===== config.mk =====
export PLATFORM = sky130hd
export DESIGN_NAME = if_pc_pipe
export DESIGN_NICKNAME = d
export VERILOG_FILES = /design/src/rtl/if_pc_pipe.sv
export SDC_FILE = /design/constraint.sdc
export NUM_CORES = 1
export LEC_CHECK = 0
export ABC_CLOCK_PERIOD_IN_PS = 3610
export CAP_MARGIN = 10
export CORE_UTILIZATION = 45
export CTS_BUF_LIST = sky130_fd_sc_hd__clkbuf_4
export CTS_CLUSTER_DIAMETER = 80
export DETAILED_ROUTE_END_ITERATION = 10
export GPL_ROUTABILITY_DRIVEN = 0
export PLACE_DENSITY = 0.95
export SLEW_MARGIN = 30
export SYNTH_ARGS = -nofsm -noshare
export SYNTH_HDL_FRONTEND = slang
export SYNTH_SLANG_ARGS = --single-unit

===== constraint.sdc =====
create_clock -name clk -period 3.61 [get_ports clk]
set_input_delay 0.5415 -clock clk [delete_from_list [all_inputs] [get_ports clk]]
set_output_delay 0.5415 -clock clk [all_outputs]
set_load 0.005 [all_outputs]

===== src/rtl/if_pc_pipe.sv =====
`default_nettype none
// ============================================================================
// Module   : if_pc_pipe
// Brief    : Fetch-stage PC register and IF/ID pipeline register with fetch count
// Revision : 1.0
// ============================================================================
module if_pc_pipe #(
  parameter logic [31:0] RESET_PC = 32'h0040_0000,
  parameter logic [31:0] NOP_INST = 32'h0000_0013
) (
  input  logic        clk,
  input  logic        rstn,
  input  logic [31:0] pc_plus4,
  input  logic [31:0] inst_in,
  input  logic        redirect,
  input  logic [31:0] redirect_pc,
  input  logic        stall_if,
  input  logic        stall_id,
  input  logic        flush_id,
  output logic [31:0] pc,
  output logic [31:0] if_id_pc,
  output logic [31:0] if_id_pc4,
  output logic [31:0] if_id_inst,
  output logic        if_id_valid,
  output logic [31:0] fetch_cnt
);

  logic [31:0] r_pc;
  logic [31:0] r_if_id_pc;
  logic [31:0] r_if_id_pc4;
  logic [31:0] r_if_id_inst;
  logic        r_if_id_valid;
  logic [31:0] r_fetch_cnt;

  logic        w_bubble;
  logic        w_load;

  // A redirect squashes the younger instruction currently being fetched.
  assign w_bubble = redirect | flush_id;
  assign w_load   = ~w_bubble & ~stall_id;

  always_ff @(posedge clk or negedge rstn) begin
    if (!rstn) begin
      r_pc <= RESET_PC;
    end else if (redirect) begin
      r_pc <= {redirect_pc[31:2], 2'b00};
    end else if (!stall_if) begin
      r_pc <= pc_plus4;
    end
  end

  always_ff @(posedge clk or negedge rstn) begin
    if (!rstn) begin
      r_if_id_pc    <= 32'h0;
      r_if_id_pc4   <= 32'h0;
      r_if_id_inst  <= NOP_INST;
      r_if_id_valid <= 1'b0;
      r_fetch_cnt   <= 32'h0;
    end else if (w_bubble) begin
      r_if_id_pc    <= 32'h0;
      r_if_id_pc4   <= 32'h0;
      r_if_id_inst  <= NOP_INST;
      r_if_id_valid <= 1'b0;
    end else if (w_load) begin
      r_if_id_pc    <= r_pc;
      r_if_id_pc4   <= pc_plus4;
      r_if_id_inst  <= inst_in;
      r_if_id_valid <= 1'b1;
      r_fetch_cnt   <= r_fetch_cnt + 32'd1;
    end
  end

  assign pc          = r_pc;
  assign if_id_pc    = r_if_id_pc;
  assign if_id_pc4   = r_if_id_pc4;
  assign if_id_inst  = r_if_id_inst;
  assign if_id_valid = r_if_id_valid;
  assign fetch_cnt   = r_fetch_cnt;

endmodule
`default_nettype wire


Fig. 1: run 1, routed clock nets over the placement
Bar = 20 µm.
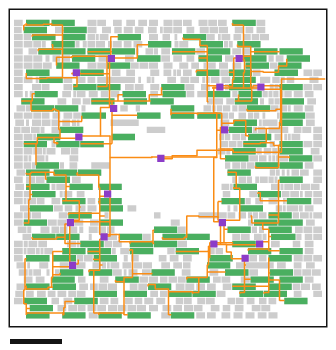
[purple] cells driving clock nets | count: 17
[green] flip-flops | count: 161
[orange] clock wires | length: 1760 µm
routed clock nets	18
flops lie	all over the die
source-to-sink clock delay at the later pin of the worst-skew pair: 0.52 ns
power attributed to the clock group: 1170 µW
worst clock skew on the final layout: 0.0136 ns
Clk pwr share: 31.6%

Fig. 2: run 1, clock routing
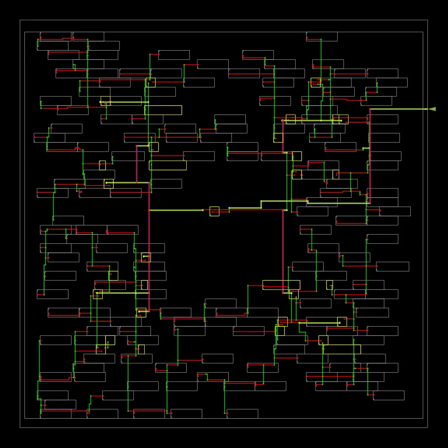
number of sequential cells: 161
sink count of the clock tree: 161
clock buffer instance count of the final layout: 20
total clock buffers created by CTS: 17

==> impl_metrics.py, run 1 <==
# Metrics from the implementation run
metrics = {
    "synth": {
        "top_cell_area_share_pct": 62.2,
        "ys_area_mm2": 0.00632,
        "ys_top_cells_by_area": "sky130_fd_sc_hd__dfrtp_1, sky130_fd_sc_hd__a22o_1, sky130_fd_sc_hd__mux2i_1, sky130_fd_sc_hd__xnor2_1, sky130_fd_sc_hd__nand2_1",
        "synthesis.yosys.warnings": 0,
        "synth.cell_area_mm2": 0.00632,
        "xor_area_share_pct": 4.30,
        "mux_share_pct": 5.07,
        "synth_flops": 161,
        "simple_gate_portion_of_the_synthesized_area_pct": 8.32,
        "postSynth.asyncResetShare_pct": 100,
        "post-synth-top-area-cell": "sky130_fd_sc_hd__dfrtp_1",
        "synth-adder-area-share_pct": 0.198,
        "syn_area_per_cell_um2": 12.9,
        "synth.lib_cells_used.distinct": 30,
        "synth-seq-area-share_pct": 63.8,
        "enable_flop_cells": 0,
        "post_synth_most_frequent_cells": "sky130_fd_sc_hd__dfrtp_1, sky130_fd_sc_hd__a22o_1, sky130_fd_sc_hd__nand2_1",
        "yosys.cell_count.top_type": "sky130_fd_sc_hd__dfrtp_1",
    },
    "worst_setup_path": {
        "worst_r2r_path_depth": 4,
        "critPathLaunch": "flush_id",
        "endpoint_kind": "register",
        "critical_path.endpoint": "fetch_cnt[29]$_DFFE_PN0P_",
        "cp.required_ns": 4.06,
        "cpLargestDelayFamily": "simple AND/OR/NAND/NOR gates",
        "r2r_slack_ns": 1.53,
        "critPathBufInv": 1,
    },
    "floorplan": {
        "die.size.x_um": 121,
        "ioPinCount": 263,
        "chip_area_mm2": 0.0145,
        "die_h_um": 121,
        "fp_util_pct": 47.0,
    },
    "grt": {
        "grtUsageTotal_pct": 24.8,
        "use_met3_pct": 6.60,
        "grt_overflow_total": 0,
        "globalRoute.busiestLayer": "met2",
        "first_global_vias": 5409,
        "wire_length_of_the_first_global_routing_pass_um": 27700,
        "number_of_antenna_violations_at_the_first_check_in_global_routing": 0,
        "gr-usage-met2_pct": 41.0,
    },
    "power_and_ir_drop": {
        "seq_power_share_pct": 53.5,
        "power.internal_uw": 2790,
        "worst_ir_drop_vdd_mv": 0.210,
        "power.switching_fraction_pct": 24.7,
        "power_dissipated_by_switching_net_loads_uw": 915,
        "finalPower_uw": 3710,
        "power.combinational.fraction_pct": 14.9,
    },
    "final_layout": {
        "area.sequential_mm2": 0.00403,
        "relative_area_of_clock_buffers_and_inverters_in_the_final_design_pct": 3.36,
        "mostFrequentLayoutCells": "sky130_fd_sc_hd__clkdlybuf4s50_1, sky130_fd_sc_hd__dfrtp_1, sky130_fd_sc_hd__a22o_1",
        "filler_cells": 914,
        "nets_final": 841,
        "layout.nonclk_buf_share_pct": 28.4,
        "multi_input_comb_area_mm2": 0.00214,
        "dominant-cell-class": "registers",
        "syn_to_final_growth_pct": 48.3,
        "final_layout_size_suffix_gt1_share_pct": 6.66,
        "comb_area_share_pct": 22.8,
        "seqAreaFraction_pct": 43.0,
    },
    "clock_tree": {
        "cts-htree-levels": 4,
        "clkSlewWorstSetupHoldPaths_ns": 0.13,
        "ctsHoldBuffers": 0,
        "ctsResizeCount": 0,
        "clk_tree_root_cell": "sky130_fd_sc_hd__clkbuf_4",
        "post_cts.repair.setup_buffers": 0,
        "cts_buffer_depth": 2,
    },
    "job": {
        "openroad.warnings": 28,
        "max_cap_viol_count": 0,
    },
    "final_timing": {
        "timing_worst_slew_pin_value_ns": 0.811,
        "rsz_0062_raised_after_global_routing": "false",
        "layout_min_cycle_time_ns": 2.28,
        "relative_max_transition_margin_pct": 45.5,
        "finalSetupViolCount": 0,
    },
    "placed_design": {
        "place.port_buffers": 260,
    },
    "routing": {
        "drc_errors_left": 0,
        "met2WireLength_um": 8890,
        "antenna_left": 0,
        "wl_met1_um": 7090,
        "vias": 5228,
        "vias_per_cell": 5.64,
        "totalWireLength_um": 17700,
    },
    "run_status": {
        "run_status": "finished, final reports clean",
    },
    "worst_hold_path": {
        "worst_hold_path_type": "in -> async",
    },
}
Fig. 3: run 1, placed cells, one color a class
Bar = 20 µm.
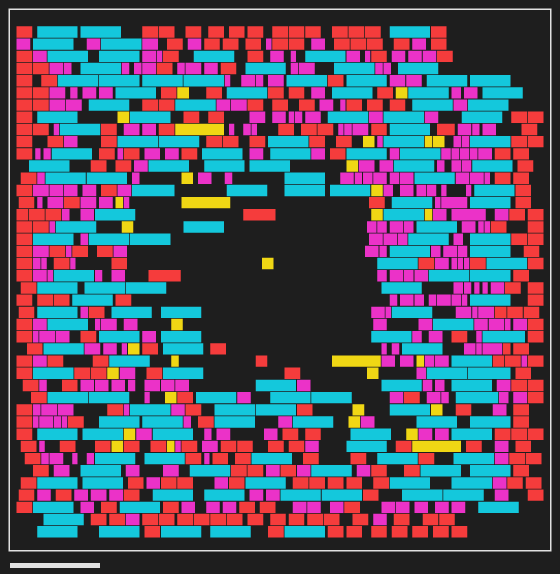
color	class	cells	share of their area
red	other buffers and delay cells	265	29%
magenta	all other logic	293	23%
yellow	clock drivers and dummy loads	32	3.4%
cyan	flip-flops	161	44%
final core utilization: 69.7%
placeable core area: 0.0135 mm²

run 1: power by group through the flow:
stage / sequential (µW) / clock, µW / combinational, µW
after floorplan: 2010 / 0 / 161
after global placement: 2010 / 0 / 535
after detailed placement: 2010 / 0 / 554
after CTS: 1980 / 1190 / 557
after global routing: 2000 / 1270 / 595
final: 1980 / 1170 / 552
run 1: metrics by stage:
step	hold WS (ns)	area, µm²	setup slack (ns)
after floorplan	0.246	6320	1.67
after global placement	0.466	9060	0.920
after detailed placement	0.471	9060	0.823
after CTS	0.00893	9370	1.40
after global routing	0.0295	9380	1.31
final	0.00596	9380	1.33
run 1: sequential cells by signal (all words and copies together), names as in the netlist:
name and flops:
if_id_pc 32, if_id_inst 32, if_id_valid 1, if_id_pc4 32, fetch_cnt 32, pc 32
Fig. 4: run 1, power grid
Pins as bars on the die edge. Tap cells in gray.
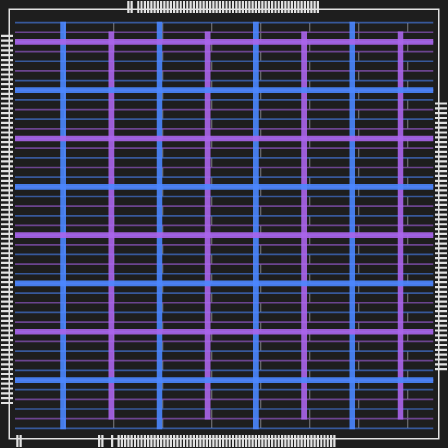

==> run 2, diff against run 1 <==
--- a/config.mk
+++ b/config.mk
@@ -5,14 +5,14 @@
 export SDC_FILE = /design/constraint.sdc
 export NUM_CORES = 1
 export LEC_CHECK = 0
-export ABC_CLOCK_PERIOD_IN_PS = 3610
+export ABC_CLOCK_PERIOD_IN_PS = 2300
 export CAP_MARGIN = 10
-export CORE_UTILIZATION = 45
+export CORE_UTILIZATION = 44
 export CTS_BUF_LIST = sky130_fd_sc_hd__clkbuf_4
 export CTS_CLUSTER_DIAMETER = 80
 export DETAILED_ROUTE_END_ITERATION = 10
 export GPL_ROUTABILITY_DRIVEN = 0
-export PLACE_DENSITY = 0.95
+export PLACE_DENSITY = 0.94
 export SLEW_MARGIN = 30
 export SYNTH_ARGS = -nofsm -noshare
 export SYNTH_HDL_FRONTEND = slang
==> constraint.sdc (replaced) <==
create_clock -name clk -period 2.3 [get_ports clk]
set_input_delay 0.345 -clock clk [delete_from_list [all_inputs] [get_ports clk]]
set_output_delay 0.345 -clock clk [all_outputs]
set_load 0.005 [all_outputs]
Fig. 5: run 2, power grid
Pins as bars on the die edge. Tap cells in gray.
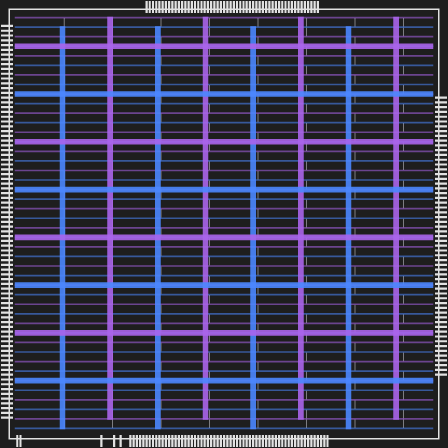
color	net
blue	VSS
purple	VDD
met5 straps	8
met1 rails	44
rows	43
signal pins	263
met4 straps	8
VDD IR max: 0.383 mV
horizontal die size: 122 µm

==> impl_metrics.py, run 2 <==
# Metrics from the implementation run
metrics = {
    "run_status": {
        "run_status": "finished, final reports clean",
    },
    "job": {
        "max_cap_viol_count": 0,
        "openroad.warnings": 28,
    },
    "power_and_ir_drop": {
        "powerComb_uw": 883,
        "power_of_the_sequential_group_uw": 3110,
        "power.internal_uw": 4170,
        "clock_power_share_pct": 28.9,
        "p_clk_uw": 1620,
    },
    "synth": {
        "synth.lib_cells_used.distinct": 30,
        "syn_area_per_cell_um2": 12.9,
        "post_synth_most_frequent_cells": "sky130_fd_sc_hd__dfrtp_1, sky130_fd_sc_hd__a22o_1, sky130_fd_sc_hd__nand2_1",
        "ys_top_cells_by_area": "sky130_fd_sc_hd__dfrtp_1, sky130_fd_sc_hd__a22o_1, sky130_fd_sc_hd__mux2i_1, sky130_fd_sc_hd__xnor2_1, sky130_fd_sc_hd__nand2_1",
        "postSynth.asyncResetShare_pct": 100,
        "top_cell_area_share_pct": 62.2,
        "synth.cell_area_mm2": 0.00632,
        "synth-seq-area-share_pct": 63.8,
        "enable_flop_cells": 0,
        "yosys.cell_count.top_type": "sky130_fd_sc_hd__dfrtp_1",
        "ys_area_mm2": 0.00632,
    },
    "clock_tree": {
        "clkSlewWorstSetupHoldPaths_ns": 0.13,
        "sink_count_of_the_clock_tree": 161,
        "clk_tree_root_cell": "sky130_fd_sc_hd__clkbuf_4",
        "cts-htree-levels": 4,
        "post_cts.repair.setup_buffers": 0,
        "ctsResizeCount": 0,
    },
    "worst_setup_path": {
        "r2r_slack_ns": 0.45,
        "cpLargestDelayFamily": "flip-flops",
        "cp.required_ns": 1.96,
        "critPathLaunch": "pc[22]$_DFFE_PN1P_",
        "endpoint_kind": "output pin",
    },
    "grt": {
        "first_global_vias": 5339,
        "grt_overflow_total": 0,
        "grtUsageTotal_pct": 25.3,
        "globalRoute.busiestLayer": "met2",
        "wire_length_of_the_first_global_routing_pass_um": 28300,
        "use_met3_pct": 7.82,
        "number_of_antenna_violations_at_the_first_check_in_global_routing": 0,
    },
    "placed_design": {
        "place.port_buffers": 260,
        "detailedPlace.worstSlack_ns": 0.0243,
    },
    "final_timing": {
        "layout_min_cycle_time_ns": 2.00,
        "rsz_0062_raised_after_global_routing": "false",
        "relative_max_transition_margin_pct": 61.5,
        "hold-worst-slack_ns": 0.117,
        "timing.final.ws_setup_ns": 0.302,
        "timing_worst_slew_pin_value_ns": 0.577,
    },
    "final_layout": {
        "design_area_mm2": 0.00947,
        "final_core_utilization_pct": 67.9,
        "nets_final": 852,
        "syn_to_final_growth_pct": 49.8,
        "final_layout_size_suffix_gt1_share_pct": 7.35,
        "mostFrequentLayoutCells": "sky130_fd_sc_hd__clkdlybuf4s50_1, sky130_fd_sc_hd__dfrtp_1, sky130_fd_sc_hd__a22o_1",
    },
    "routing": {
        "met2WireLength_um": 8880,
        "drc_errors_left": 0,
        "vias": 5188,
        "totalWireLength_um": 18200,
        "wl_met1_um": 7220,
        "antenna_left": 0,
    },
    "floorplan": {
        "placeable_core_area_mm2": 0.0139,
        "fp_util_pct": 45.4,
        "ioPinCount": 263,
    },
    "worst_hold_path": {
        "worst_hold_path_type": "in -> reg",
    },
}
run 2: cells by family after synthesis:
family,share of synthesized area [%]
adder cells (fa/ha/maj),0.198
multiplexers,5.07
AND-OR/OR-AND,15.8
flip-flops,63.8
buffers and inverters,2.49
AND/OR/NAND/NOR,8.32
XOR/XNOR,4.30
run 2: timing repair:
item	CTS	global route
endpoints found under the setup margin	0	0
hold endpoints to repair	57	0
hold buffers	1	0
run 2: area by class of cell:
type	count	area [µm²]	share of cell area, %
clock buffers	20	150	1.59
multi-input cells	290	2140	22.6
inverters	3	11.3	0.119
well taps	180	225	2.38
flip-flops and latches	161	4030	42.6
repair buffers	276	2790	29.5
clock inverters	12	118	1.24
==> run 3, diff against run 2 <==
--- a/config.mk
+++ b/config.mk
@@ -13,7 +13,7 @@
 export DETAILED_ROUTE_END_ITERATION = 10
 export GPL_ROUTABILITY_DRIVEN = 0
 export PLACE_DENSITY = 0.94
-export SLEW_MARGIN = 30
+export SLEW_MARGIN = 5
 export SYNTH_ARGS = -nofsm -noshare
 export SYNTH_HDL_FRONTEND = slang
 export SYNTH_SLANG_ARGS = --single-unit
Fig. 6: run 3, placed cells, one color a class
Bar = 20 µm.
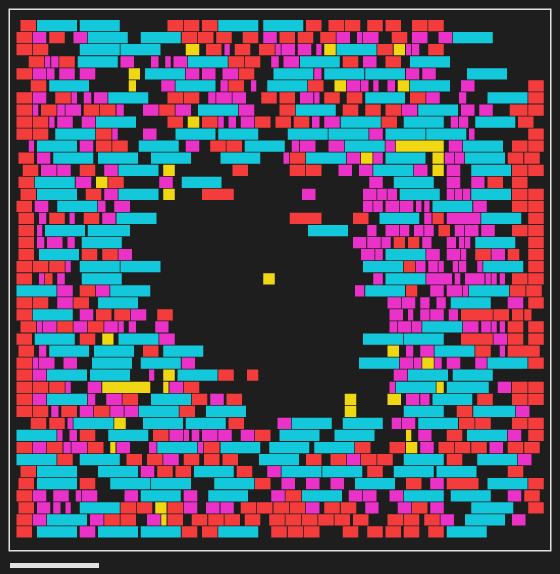
color	class	cells	share of their area
red	other buffers and delay cells	276	30%
magenta	all other logic	293	23%
yellow	clock drivers and dummy loads	32	2.9%
cyan	flip-flops	161	44%
proportion of cell area occupied by registers: 42.6%
final core utilization: 67.9%
# rows: 43

==> impl_metrics.py, run 3 <==
# Metrics from the implementation run
metrics = {
    "run_status": {
        "run_status": "finished, final reports clean",
    },
    "floorplan": {
        "die_h_um": 122,
        "placeable_core_area_mm2": 0.0139,
        "taps": 180,
        "ioPinCount": 263,
        "fp_util_pct": 45.4,
        "chip_area_mm2": 0.0148,
        "die.size.x_um": 122,
    },
    "synth": {
        "yosys.cell_count.top_type": "sky130_fd_sc_hd__dfrtp_1",
        "synth.cell_area_mm2": 0.00632,
        "number_of_nets_at_floorplan": 593,
        "post-synth-top-area-cell": "sky130_fd_sc_hd__dfrtp_1",
        "ys_top_cells_by_area": "sky130_fd_sc_hd__dfrtp_1, sky130_fd_sc_hd__a22o_1, sky130_fd_sc_hd__mux2i_1, sky130_fd_sc_hd__xnor2_1, sky130_fd_sc_hd__nand2_1",
        "ys_area_mm2": 0.00632,
        "post_synth_most_frequent_cells": "sky130_fd_sc_hd__dfrtp_1, sky130_fd_sc_hd__a22o_1, sky130_fd_sc_hd__nand2_1",
        "postSynth.asyncResetShare_pct": 100,
        "netlist_instances": 490,
        "top_cell_area_share_pct": 62.2,
        "synthesis.yosys.warnings": 0,
        "ys_cells": 490,
        "syn_area_per_cell_um2": 12.9,
        "enable_flop_cells": 0,
        "dominantRegCellSynth": "sky130_fd_sc_hd__dfrtp_1",
        "synth.lib_cells_used.distinct": 30,
        "synth_flops": 161,
        "synth-seq-area-share_pct": 63.8,
    },
    "clock_tree": {
        "post_cts.repair.setup_buffers": 0,
        "cts-htree-levels": 4,
        "clkSlewWorstSetupHoldPaths_ns": 0.13,
        "sink_count_of_the_clock_tree": 161,
        "clk_tree_root_cell": "sky130_fd_sc_hd__clkbuf_4",
        "cts_made_buffers": 17,
        "clock_insertion_delay_worst_skew_ns": 0.56,
        "cts_buffer_depth": 2,
        "tritoncts_clock_tree": "yes",
    },
    "job": {
        "openroad.warnings": 28,
        "max_cap_viol_count": 0,
    },
    "routing": {
        "drtIter0Drc": 258,
        "drt_pre_antenna_iters": 5,
        "vias_per_cell": 5.51,
        "vias": 5188,
        "post_drt_wl_per_cell_um": 19.3,
        "totalWireLength_um": 18200,
        "drc_errors_left": 0,
        "antenna_left": 0,
    },
    "worst_setup_path": {
        "critical_path.endpoint": "pc[22]",
        "critical_path.startpoint_type": "register",
        "critPathBufInv": 1,
        "endpoint_kind": "output pin",
        "worst-setup-path-type": "reg -> out",
        "critPathLaunch": "pc[22]$_DFFE_PN1P_",
        "timing.critical_path.cells": "clkdlybuf4s50_1",
        "r2r_slack_ns": 0.45,
        "cp.required_ns": 1.96,
        "path_max_fanout": 3,
        "worst_r2r_path_depth": 5,
        "cpLargestDelayFamily": "flip-flops",
        "critical-path-max-stage-delay_ns": 0.57,
    },
    "power_and_ir_drop": {
        "power_of_the_sequential_group_uw": 3110,
        "power.switching_fraction_pct": 25.7,
        "power.combinational.fraction_pct": 15.7,
        "power_density_mw_per_mm2": 593,
        "powerComb_uw": 883,
        "leakage_uw": 0.00419,
        "power.internal_uw": 4170,
        "largestPowerGroup": "registers",
        "worst_ir_drop_vdd_mv": 0.383,
        "power_dissipated_by_switching_net_loads_uw": 1440,
        "finalPower_uw": 5620,
        "seq_power_share_pct": 55.4,
        "clock_power_share_pct": 28.9,
        "p_clk_uw": 1620,
    },
    "placed_design": {
        "place.detailed.hpwl_um": 12900,
        "place.port_buffers": 260,
        "detailedPlace.worstSlack_ns": 0.0243,
        "dpl_cell_area_mm2": 0.00919,
    },
    "final_timing": {
        "finalSetupViolCount": 0,
        "fin_worst_skew_ns": 0.0206,
        "final_max_slew_viol_count": 0,
        "post-route-period-util_pct": 86.9,
        "timing.final.ws_setup_ns": 0.302,
        "rsz_0062_raised_after_global_routing": "false",
        "max_freq_mhz": 501,
        "relative_max_transition_margin_pct": 61.5,
        "hold_violations": 0,
        "timing_worst_slew_pin_value_ns": 0.577,
        "fin_tns_setup_ns": 0,
        "layout_min_cycle_time_ns": 2.00,
    },
    "final_layout": {
        "nets_final": 852,
        "insertedDiodeCount": 0,
        "area.sequential_mm2": 0.00403,
        "dominant-cell-class": "registers",
        "comb_area_share_pct": 22.6,
        "multi_input_comb_area_mm2": 0.00214,
        "syn_to_final_growth_pct": 49.8,
        "filler_cells": 972,
        "mostFrequentLayoutCell": "sky130_fd_sc_hd__clkdlybuf4s50_1",
        "num-nonclk-buffers": 276,
        "ff_count": 161,
        "final_layout_size_suffix_gt1_share_pct": 7.35,
        "inv_count": 3,
        "design_area_mm2": 0.00947,
        "nClkBuffers": 20,
        "mostFrequentLayoutCells": "sky130_fd_sc_hd__clkdlybuf4s50_1, sky130_fd_sc_hd__dfrtp_1, sky130_fd_sc_hd__a22o_1",
        "multiInputCombCellCount": 290,
        "relative_area_of_clock_buffers_and_inverters_in_the_final_design_pct": 2.83,
        "layout.nonclk_buf_share_pct": 29.5,
    },
    "worst_hold_path": {
        "holdCritStartpoint": "redirect",
        "worst_hold_path_type": "in -> reg",
        "hold_path_depth": 2,
    },
    "grt": {
        "wire_length_of_the_first_global_routing_pass_um": 28300,
        "number_of_antenna_violations_at_the_first_check_in_global_routing": 0,
        "grt_max_degree": 94,
        "first_global_vias": 5339,
        "grt_overflow_total": 0,
        "grtUsageTotal_pct": 25.3,
    },
}
run 3: kinds of logic after synthesis:
kind of cell	share of synthesized area, %
XOR/XNOR	4.30
AND-OR/OR-AND	15.8
adder cells (fa/ha/maj)	0.198
multiplexers	5.07
flip-flops	63.8
AND/OR/NAND/NOR	8.32
buffers and inverters	2.49
run 3: per-stage QoR:
stage	hold slack (ns)	cells	util (%)
final	0.117	942	67.9
after global routing	0.0825	942	67.9
after CTS	0.0568	942	67.9
after detailed placement	0.359	909	65.9
after global placement	0.351	909	65.9
after floorplan	0.0494	490	-
run 3: per-layer routing:
layer	track usage, %	routed length [µm]
met3	7.82	1450
met2	41.0	8880
met5	0	0
met4	12.7	606
met1	30.4	7220
run 3: timing repair:
item	in CTS	in global routing
endpoints found under the hold margin	57	0
hold buffers	1	0
gates resized	0	0
Power and IR drop assume default switching activity.
